[src/rtl/key_event_reg.sv]
// rtl/key_event_reg.sv - sticky per-key flags plus a key-code FIFO fed by rising-edge events
// Optional per-key enable input is built when KEY_MASK_EN is defined.
module key_event_reg #(
    parameter int NUM_KEYS   = 16,
    parameter int FIFO_DEPTH = 4,
    localparam int CW = (NUM_KEYS > 1) ? $clog2(NUM_KEYS) : 1,
    localparam int PW = (FIFO_DEPTH > 1) ? $clog2(FIFO_DEPTH) : 1,
    localparam int NW = PW + 1
) (
    input  logic                clk,
    input  logic                rst,
    input  logic                key_clear,
    input  logic [NUM_KEYS-1:0] key_pulse,
`ifdef KEY_MASK_EN
    input  logic [NUM_KEYS-1:0] key_mask,
`endif
    output logic [NUM_KEYS-1:0] key_reg,
    output logic [CW-1:0]       code_data,
    output logic                code_valid,
    input  logic                code_ready,
    output logic [NW-1:0]       fifo_count,
    output logic                overflow
);

    logic [NUM_KEYS-1:0] r_prev;
    logic [NUM_KEYS-1:0] r_key_reg;
    logic [NUM_KEYS-1:0] r_pending;
    logic [CW-1:0]       r_mem [FIFO_DEPTH];
    logic [PW-1:0]       r_wr_ptr;
    logic [PW-1:0]       r_rd_ptr;
    logic [NW-1:0]       r_count;
    logic                r_overflow;

    logic [NUM_KEYS-1:0] w_edge;
    logic [NUM_KEYS-1:0] w_pend;
    logic [NUM_KEYS-1:0] w_taken;
    logic [CW-1:0]       w_sel;
    logic                w_any;
    logic                w_full;
    logic                w_pop;
    logic                w_push;
    logic                w_lost;

`ifdef KEY_MASK_EN
    assign w_edge = key_pulse & ~r_prev & key_mask;
`else
    assign w_edge = key_pulse & ~r_prev;
`endif

    assign w_pend = r_pending | w_edge;

    // Fixed priority: scanning downward leaves the lowest set index selected.
    always_comb begin
        w_sel = '0;
        w_any = 1'b0;
        for (int i = NUM_KEYS - 1; i >= 0; i--) begin
            if (w_pend[i]) begin
                w_sel = CW'(i);
                w_any = 1'b1;
            end
        end
    end

    assign code_valid = (r_count != '0);
    assign w_full     = (r_count == NW'(FIFO_DEPTH));
    assign w_pop      = code_valid & code_ready;
    assign w_push     = w_any & (~w_full | w_pop);
    assign w_taken    = w_push ? (NUM_KEYS'(1) << w_sel) : '0;
    // A repeat edge is only lost if its earlier instance is still waiting after this cycle.
    assign w_lost     = |(w_edge & r_pending & ~w_taken);

    // prev tracks key_pulse unconditionally so held keys never fake an edge after rst/clear.
    always_ff @(posedge clk) begin
        r_prev <= key_pulse;
    end

    always_ff @(posedge clk) begin
        if (rst || key_clear) begin
            r_key_reg  <= '0;
            r_pending  <= '0;
            r_wr_ptr   <= '0;
            r_rd_ptr   <= '0;
            r_count    <= '0;
            r_overflow <= 1'b0;
        end else begin
            r_key_reg <= r_key_reg | w_edge;
            r_pending <= w_pend & ~w_taken;
            if (w_lost) begin
                r_overflow <= 1'b1;
            end
            if (w_push) begin
                r_wr_ptr <= r_wr_ptr + PW'(1);
            end
            if (w_pop) begin
                r_rd_ptr <= r_rd_ptr + PW'(1);
            end
            case ({w_push, w_pop})
                2'b10:   r_count <= r_count + NW'(1);
                2'b01:   r_count <= r_count - NW'(1);
                default: r_count <= r_count;
            endcase
        end
    end

    always_ff @(posedge clk) begin
        if (!rst && !key_clear && w_push) begin
            r_mem[r_wr_ptr] <= w_sel;
        end
    end

    assign key_reg    = r_key_reg;
    assign code_data  = code_valid ? r_mem[r_rd_ptr] : '0;
    assign fifo_count = r_count;
    assign overflow   = r_overflow;

endmodule
[config.mk]
export PLATFORM = sky130hd
export DESIGN_NAME = key_event_reg
export DESIGN_NICKNAME = d
export VERILOG_FILES = /design/src/rtl/key_event_reg.sv
export SDC_FILE = /design/constraint.sdc
export NUM_CORES = 1
export LEC_CHECK = 0
export CORE_ASPECT_RATIO = 2
export CORE_UTILIZATION = 25
export DETAILED_ROUTE_END_ITERATION = 6
export GPL_TIMING_DRIVEN = 0
export PLACE_DENSITY = 0.46
export SETUP_SLACK_MARGIN = 0.05
export SLEW_MARGIN = 20
export SYNTH_ARGS = -nofsm -noshare
export SYNTH_HDL_FRONTEND = slang
export SYNTH_SLANG_ARGS = --single-unit
[constraint.sdc]
create_clock -name clk -period 6.4 [get_ports clk]
set_input_delay 1.92 -clock clk [delete_from_list [all_inputs] [get_ports clk]]
set_output_delay 1.92 -clock clk [all_outputs]
set_load 0.1 [all_outputs]
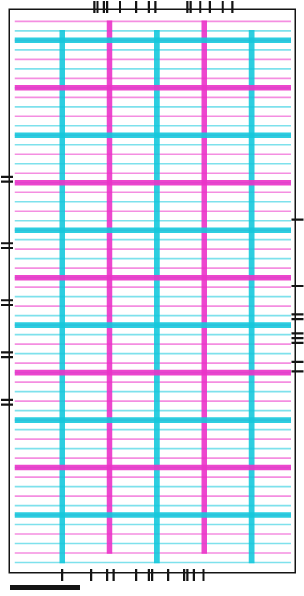
**Above:** run 1 (power grid).
Bar = 20 µm. Pins as bars on the die edge.
magenta -> VDD
cyan -> VSS
rows = 57
met4 straps = 5
met1 rails = 58
met5 straps = 11
VDD IR-drop max: 0.000128 V
die height: 161 µm
die width: 81.5 µm
Core ar.: 12,300 µm²

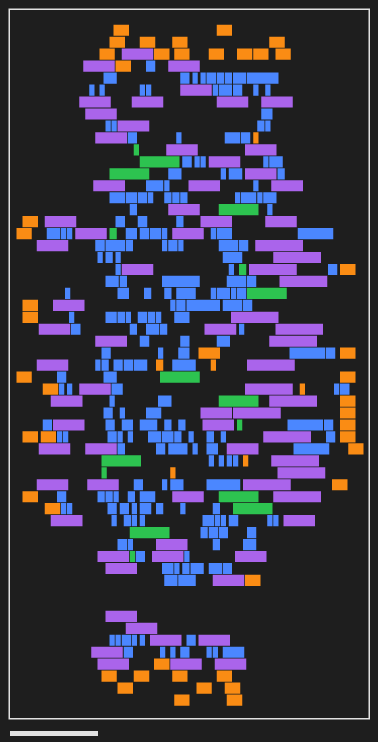
**Above:** run 1 (cell classes on the final placement).
Bar = 20 µm.
purple -> flip-flops  # cells 74, share of their area 42%
blue -> all other logic  # cells 229, share of their area 38%
orange -> other buffers and delay cells  # cells 51, share of their area 12%
green -> clock drivers and dummy loads  # cells 16, share of their area 7.1%
Cell Rows: 57
flop share of the area: 40.4%
Post-Route Utilization: 33.1%

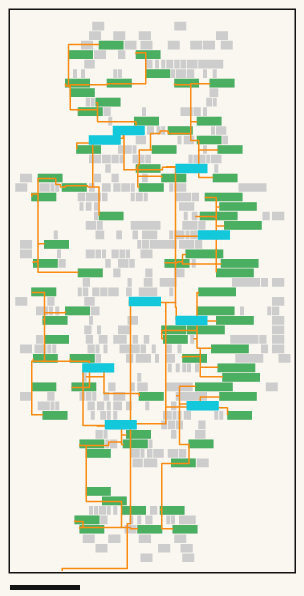
**Above:** run 1 (clock network drawn from the DEF).
Bar = 20 µm.
green -> flip-flops  # count 74
orange -> clock wires  # length 946 µm
cyan -> cells driving clock nets  # count 9
routed clock nets = 10
Clk pwr share: 39.8%
clock skew: 7.52 ps
P_clk: 462 µW
later-pin clock latency in the skew report: 330 ps

==> impl_metrics.py, run 1 <==
# Generated from Yosys and OpenROAD reports
metrics = {
    "job": {
        "tool_warnings": 29,
    },
    "clock_network": {
        "cts_sinks": 74,
        "postCtsHoldBufs": 0,
        "numCtsBuffers": 9,
        "cts_tree": "done",
        "h-tree-depth": 3,
        "cts_setup_buffers": 0,
        "cts_root_buf": "clkbuf_16",
    },
    "grt": {
        "met3_usage_pct": 2.09,
        "grtUsageMet1_pct": 12.2,
        "grt_overflow_total": 0,
        "grt-busiest-layer": "met2",
        "met2_usage_pct": 24.5,
    },
    "logic_synthesis": {
        "largest_area_cell": "dfxtp_1",
        "most_common_cell": "dfxtp_1",
        "enable_flop_cells": 16,
        "synth_cell_types": 61,
        "synth.area.top_cells": "dfxtp_1, edfxtp_1, nor2_1",
        "ys_seq_share_pct": 51.9,
        "syn_inst": 310,
        "ys_cells": 310,
        "yosysWarnings": 0,
        "synthTopCellsByCount": "dfxtp_1, nor2_1, nand2_1",
        "synth_area_um2": 3160,
    },
    "placed_design": {
        "hpwl_um": 6210,
        "io_buffers": 44,
    },
    "setup_path": {
        "critical-path-slowest-cell": "nor4_1",
        "cp_data_required_time_ps": 6600,
        "path_max_fanout": 7,
        "arrival_ps": 5190,
    },
    "finish": {
        "nets": 390,
        "diodes": 0,
        "drive_gt1_share_pct": 12.4,
        "stdcell_area_um2": 4060,
    },
    "detailed_routing": {
        "antenna_left": 0,
        "first_iter_violations": 144,
    },
    "worst_hold_path": {
        "hp-class": "reg -> reg",
    },
    "final_timing": {
        "hold_ws_ps": 472,
        "fin_crit_ps": 4990,
        "final_max_slew_viol_count": 0,
        "tightest_slew_ps": 975,
        "finalSetupViolations": 0,
        "maxSlewHeadroom_pct": 34.8,
        "fin_ws_ps": 1410,
    },
    "pwr": {
        "p_per_area_nw_per_um2": 286,
    },
    "run_status": {
        "status": "finished clean",
    },
}
run 1: logic make-up after synthesis:
logic type / synth area share, %
and+or+nand+nor: 25.9
DFF: 51.9
AOI/OAI and AO/OA: 12.5
buffers and inverters: 2.61
muxes: 3.80
adders and majority gates: 2.22
xor gates and xnor gates: 1.11
run 1: final cells by class:
class / count / share of cell area [%]
Sequential cell: 74 / 40.4
Multi-Input combinational cell: 217 / 35.4
Timing Repair Buffer: 44 / 10.8
Clock buffer: 14 / 6.53
Tap cell: 147 / 4.53
Inverter: 12 / 1.11
Buffer: 7 / 0.925
Clock inverter: 2 / 0.247
run 1: critical path, delay by kind of cell:
family / cells / cell delay, ps
compound gates: 1 / 280
simple gates: 7 / 2130
buf+inv: 1 / 420
fa+ha+maj: 1 / 440
run 1: final timing paths:
| kind | startpoint | endpoint | slack (ps) | depth (start not counted) |
|---|---|---|---|---|
| worst max-delay path | key_pulse[9] | fifo_count[2] | 1410 | 10 |
| worst min-delay path | key_reg[13] | key_reg[13] | 470 | 2 |
| worst max register to register | r_prev[9] | fifo_count[2] | 3220 | 9 |
| worst min register to register | key_reg[13] | key_reg[13] | 470 | 2 |
run 1: report_power, final:
part	switching, µW	internal, µW	leakage [µW]	total [µW]
Sequential	10.6	496	0.000628	507
Clock	177	285	0.000136	462
Combinational	131	61.0	0.000721	192
run 1: layout by cell type (no fill, tap or decap), drive strengths merged, types with 9 or more instances in the layout:
cell type,n
nand2,19
nor2b,14
dfxtp,58
nor2,52
o21ai,12
a21oi,14
clkdlybuf4s50,44
clkbuf,20
inv,12
edfxtp,16
nor4,11
and2,9
run 1: layer usage:
metal	vias to the layer above	part of all wire, %
met5	-	0
met4	0	4.3
met3	18	2.3
met2	52	58
met1	1149	36
li1	1215	-
==> inputs of run 2 (changes only) <==
Clock period 6.4 ns to 5.07 ns, I/O delays scaled along.
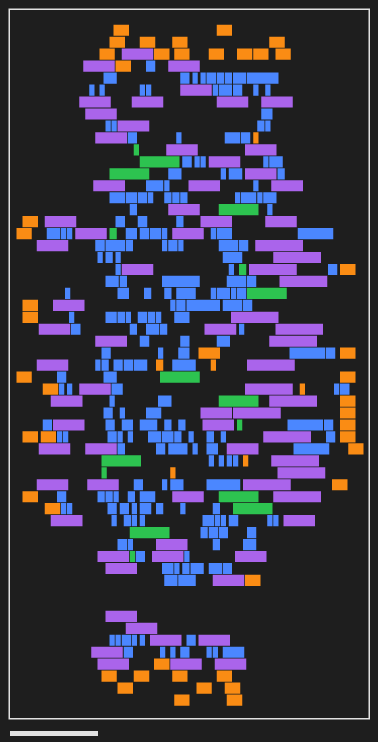
**Above:** run 2 (cell classes on the final placement).
Bar = 20 µm.
purple -> flip-flops  # cells 74, share of their area 42%
blue -> all other logic  # cells 229, share of their area 38%
orange -> other buffers and delay cells  # cells 51, share of their area 12%
green -> clock drivers and dummy loads  # cells 16, share of their area 7.1%
fin area: 4060 µm²

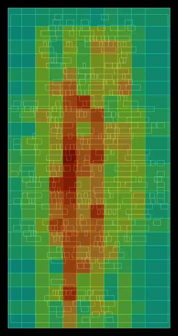
**Above:** run 2 (routing congestion map).
total track usage: 13.0%
GR peak layer: met2
met1 GRT Util: 12.2%
Avg WL per Cell: 15.2 µm

==> run 2 against run 1 <==
  * Register-to-register slack got worse by 1300 ps
  * Critical path type unchanged
  * Count of clock-buffer cells in the layout unchanged
  * Design area unchanged
  * Largest cell class unchanged
  * Routed wire length unchanged
  * Area after synthesis unchanged
  * Non-clock buffer count unchanged
  * Cell count unchanged
  * Critical path depth unchanged
  * Critical endpoint unchanged
  * Via count unchanged
==> impl_metrics.py, run 2 <==
# Generated from Yosys and OpenROAD reports
metrics = {
    "final_timing": {
        "tightest_slew_ps": 975,
        "finalSetupViolations": 0,
        "skew_ps": 7.52,
        "maxSlewHeadroom_pct": 34.8,
    },
    "logic_synthesis": {
        "yosysWarnings": 0,
        "largest_area_cell": "dfxtp_1",
        "ys_seq_share_pct": 51.9,
        "synth_cell_types": 61,
        "syn_inst": 310,
        "enable_flop_cells": 16,
        "ys_cells": 310,
        "synth_area_um2": 3160,
        "most_common_cell": "dfxtp_1",
    },
    "clock_network": {
        "clk_latency_ps": 330,
        "cts_tree": "done",
        "h-tree-depth": 3,
        "numCtsBuffers": 9,
        "cts_root_buf": "clkbuf_16",
        "postCtsHoldBufs": 0,
        "cts_sinks": 74,
    },
    "floorplanning": {
        "die_y_um": 161,
        "core_um2": 12300,
    },
    "placed_design": {
        "io_buffers": 44,
        "hpwl_um": 6210,
    },
    "finish": {
        "fin_util_pct": 33.1,
        "lay_top_cells": "dfxtp_1, nor2_1, clkdlybuf4s50_1",
        "drive_gt1_share_pct": 12.4,
        "layout.cells.most_common": "dfxtp_1",
    },
    "setup_path": {
        "path_max_fanout": 7,
        "arrival_ps": 4790,
    },
    "pwr": {
        "irDropWorstVdd_v": 0.000162,
        "p_per_area_nw_per_um2": 361,
    },
    "detailed_routing": {
        "first_iter_violations": 144,
        "antenna_left": 0,
    },
    "job": {
        "tool_warnings": 29,
    },
    "grt": {
        "grt_overflow_total": 0,
    },
    "run_status": {
        "status": "finished clean",
    },
}
run 2: power breakdown:
part / switching (µW) / internal [µW]
Clock: 223 / 360
Combinational: 165 / 76.9
Sequential: 13.4 / 627
run 2: worst paths after layout:
| kind | startpoint | end | depth (start not counted) |
|---|---|---|---|
| worst max-delay path | key_pulse[9] | fifo_count[2] | 10 |
| worst min-delay path | key_reg[13] | key_reg[13] | 2 |
| worst max register to register | r_prev[9] | fifo_count[2] | 9 |
| worst min register to register | key_reg[13] | key_reg[13] | 2 |
run 2: per-stage QoR:
stage               total power (µW)  hold WS, ps  setup slack, ps
floorplan                        823          485              480
global placement                 894          459              138
detailed placement               896          462             87.6
CTS                             1490          478              417
global route                    1530          502              204
finish                          1460          472              476
run 2: layout make-up:
type | count | area [µm²] | area share (%)
multi-input cells | 217 | 1440 | 35.4
clock inverters | 2 | 10.0 | 0.247
well taps | 147 | 184 | 4.53
repair buffers | 44 | 440 | 10.8
clock buffers | 14 | 265 | 6.53
plain buffers | 7 | 37.5 | 0.925
inverters | 12 | 45.0 | 1.11
flip-flops and latches | 74 | 1640 | 40.4
run 2: kinds of logic after synthesis:
kind of cell	share of synthesized area [%]
muxes	3.80
xor gates and xnor gates	1.11
adders and majority gates	2.22
and+or+nand+nor	25.9
AOI/OAI and AO/OA	12.5
DFF	51.9
buffers and inverters	2.61
run 2: worst max-delay path, stage by stage:
cell and delay, ps:
clkdlybuf4s50_1 420, nor2b_1 190, nor4_1 600, nand2_1 270
nor4_4 460, nand3_1 170, fa_1 440, or3_1 380
a311oi_1 280, nor2_1 60
run 2: layer usage:
metal / GRT usage [%] / up-vias / wire length (µm)
met4: 8.36 / 0 / 334
met1: 12.2 / 1149 / 2800
met3: 2.09 / 18 / 181
li1: - / 1215 / -
met2: 24.5 / 52 / 4530
met5: 0 / - / 0
**Run 2: clock network drawn from the DEF**

Bar = 20 µm.
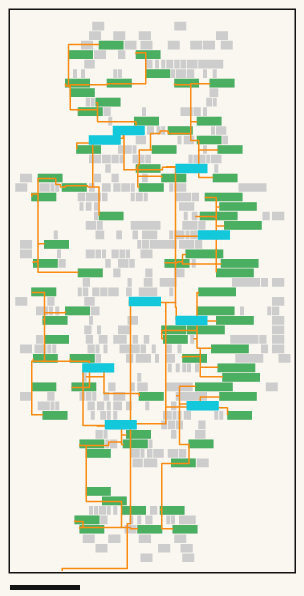

==> inputs of run 3 (changes only) <==
--- a/config.mk
+++ b/config.mk
@@ -6,9 +6,8 @@
 export NUM_CORES = 1
 export LEC_CHECK = 0
-export CORE_ASPECT_RATIO = 2
 export CORE_UTILIZATION = 25
 export DETAILED_ROUTE_END_ITERATION = 6
 export GPL_TIMING_DRIVEN = 0
-export PLACE_DENSITY = 0.46
+export PLACE_DENSITY_LB_ADDON = 0.15
 export SETUP_SLACK_MARGIN = 0.05
 export SLEW_MARGIN = 20
==> constraint.sdc (replaced) <==
create_clock -name clk -period 5.07 [get_ports clk]
set_input_delay 0.507 -clock clk [delete_from_list [all_inputs] [get_ports clk]]
set_output_delay 0.507 -clock clk [all_outputs]
set_load 0.1 [all_outputs]
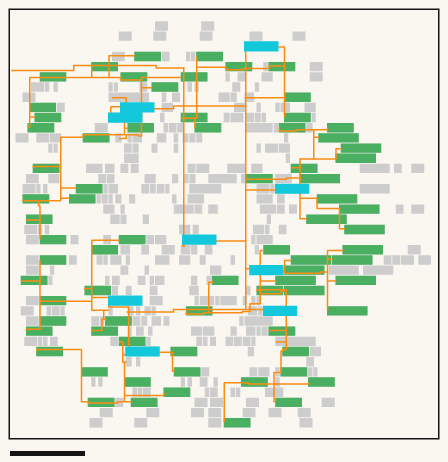
**Above:** run 3 (clock network drawn from the DEF).
Bar = 20 µm.
orange -> clock wires  # length 1,020 µm
cyan -> cells driving clock nets  # count 9
green -> flip-flops  # count 74
routed clock nets = 10
clock skew: 4.10 ps
Clk pwr share: 43.0%
P_clk: 663 µW

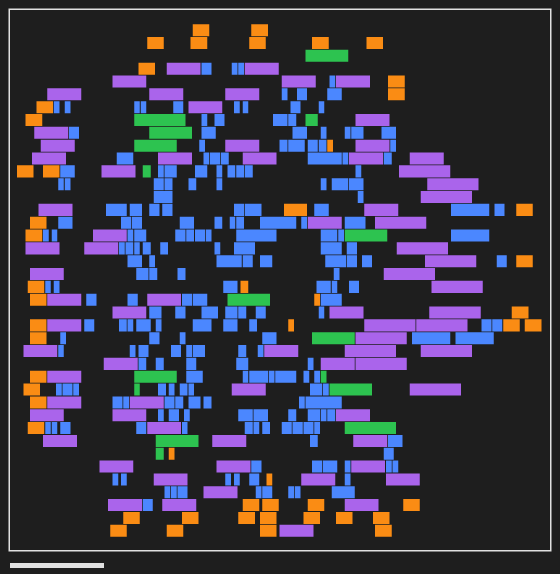
**Above:** run 3 (cell classes on the final placement).
Bar = 20 µm.
blue -> all other logic  # cells 229, share of their area 38%
purple -> flip-flops  # cells 74, share of their area 42%
green -> clock drivers and dummy loads  # cells 16, share of their area 7.9%
orange -> other buffers and delay cells  # cells 51, share of their area 12%
Core ar.: 12,200 µm²
flop share of the area: 39.8%

==> run 3 against run 2 <==
  * Power up 5.3%
  * First-iteration DRC count down 46%
  * Setup slack better by 1100 ps
  * Worst hold slack worse by 0.75 ps
  * Non-clock buffer count unchanged
  * Routed wire length down 6.6%
  * Clock skew down 3.4 ps
  * Fmax up 31%
  * Sequential power about the same
  * Critical path depth unchanged
  * Critical path type unchanged
  * Critical endpoint unchanged
  * Largest power group is now clock
==> impl_metrics.py, run 3 <==
# Generated from Yosys and OpenROAD reports
metrics = {
    "setup_path": {
        "cp_top_family": "simple AND/OR/NAND/NOR gates",
        "critical-path-slowest-cell": "nor4_1",
        "r2r_start": "r_prev[11]",
        "path_max_fanout": 7,
        "startpoint": "key_pulse[11]",
        "critPathMaxStageDelay_ps": 600,
        "worstPathCellList": "clkdlybuf4s50_1 > nor2b_1 > nor4_1 > nand2_1 > nor4_4 > nand3_1 > fa_1 > or3_1 > a311oi_1 > nor2_1",
    },
    "pwr": {
        "finalPower_uw": 1540,
        "p_int_uw": 1130,
        "combPwrFrac_pct": 15.5,
        "irDropWorstVdd_v": 0.000159,
        "p_seq_share_pct": 41.5,
    },
    "finish": {
        "fin_util_pct": 33.9,
        "drive_gt1_share_pct": 13.0,
        "seq_area_um2": 1640,
        "layout.cells.most_common": "dfxtp_1",
        "combGateArea_um2": 1440,
    },
    "clock_network": {
        "postCtsHoldBufs": 0,
        "h-tree-depth": 3,
        "cts_root_buf": "clkbuf_16",
        "cts_tree": "done",
        "cts_sinks": 74,
    },
    "placed_design": {
        "pre_cts_ws_ps": 1230,
        "io_buffers": 44,
    },
    "logic_synthesis": {
        "most_common_cell": "dfxtp_1",
        "yosysWarnings": 0,
        "largest_area_cell": "dfxtp_1",
        "syn_inst": 310,
        "enable_flop_cells": 16,
        "synth_area_um2": 3160,
        "ys_seq_share_pct": 51.9,
        "ys_cells": 310,
        "synth_cell_types": 61,
    },
    "detailed_routing": {
        "first_iter_violations": 78,
        "antenna_left": 0,
        "wl_per_cell_um": 13.6,
    },
    "run_status": {
        "status": "finished clean",
    },
    "grt": {
        "grtUsageMet1_pct": 14.9,
        "grt_overflow_total": 0,
        "met2_usage_pct": 20.3,
        "grt_use_total_pct": 12.2,
    },
    "final_timing": {
        "fin_ws_ps": 1560,
        "finalSetupViolations": 0,
        "hold_ws_ps": 471,
    },
    "floorplanning": {
        "die_y_um": 114,
    },
}
-- run 3: layer usage --
| metal | part of all wire [%] | wire length [µm] |
|---|---|---|
| met4 | 1.7 | 127 |
| met2 | 49 | 3570 |
| met1 | 47 | 3420 |
| met3 | 3.0 | 221 |
| met5 | 0 | 0 |
-- run 3: worst register-to-register path: stages, from the launching register on --
cell	delay, ps
dfxtp_1	300
nor2b_1	80
nor4_1	600
nand2_1	270
nor4_4	420
nand3_1	150
fa_1	440
or3_1	390
a311oi_1	280
nor2_1	60
-- run 3: power groups by stage --
stage | Sequential (µW) | Combinational, µW | Clock [µW]
global placement | 652 | 240 | 0
CTS | 640 | 242 | 684
floorplan | 695 | 128 | 0
finish | 639 | 240 | 663
detailed placement | 652 | 241 | 0
global route | 642 | 258 | 708
-- run 3: cell families after synthesis --
| logic type | after synthesis | share of synthesized area (%) |
|---|---|---|
| xor+xnor | 4 | 1.11 |
| mux | 7 | 3.80 |
| buf+inv | 19 | 2.61 |
| fa+ha+maj | 5 | 2.22 |
| flops | 74 | 51.9 |
| compound gates | 59 | 12.5 |
| simple gates | 142 | 25.9 |
-- run 3: layout make-up --
cell class	count	area share, %
clock buffer	10	5.56
sequential	74	39.8
multi-input combinational	217	34.9
inverter	12	1.09
buffer	7	0.911
tap	168	5.10
clock inverter	6	1.97
timing repair buffer	44	10.7
-- run 3: worst paths after layout --
path | slack [ps] | end | depth (start not counted)
worst min register to register | 470 | key_reg[2] | 2
worst max-delay path | 1560 | fifo_count[2] | 10
worst min-delay path | 470 | key_reg[2] | 2
worst max register to register | 1950 | fifo_count[2] | 9

==> screenshots <==
Metal layers overlaid.
shot_01.png
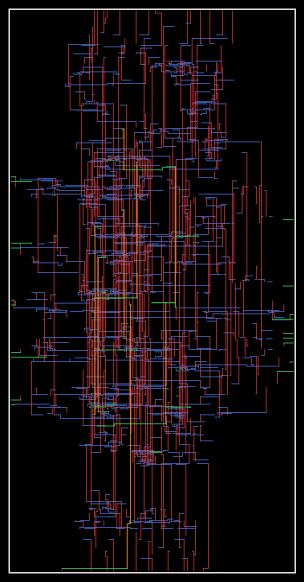
shot_02.png
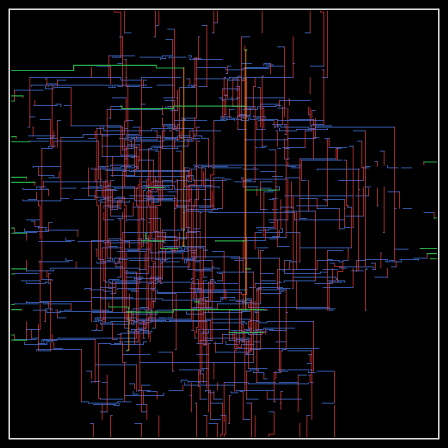
- run 3 = shot_02.png
- run 2 = shot_01.png

Key to shot_01.png:
blue -> met1  # wire length 2,800 µm
orange -> met4  # wire length 335 µm
red -> met2  # wire length 4,530 µm
green -> met3  # wire length 182 µm

No activity file was given, so power comes from the tool's default toggle rates.
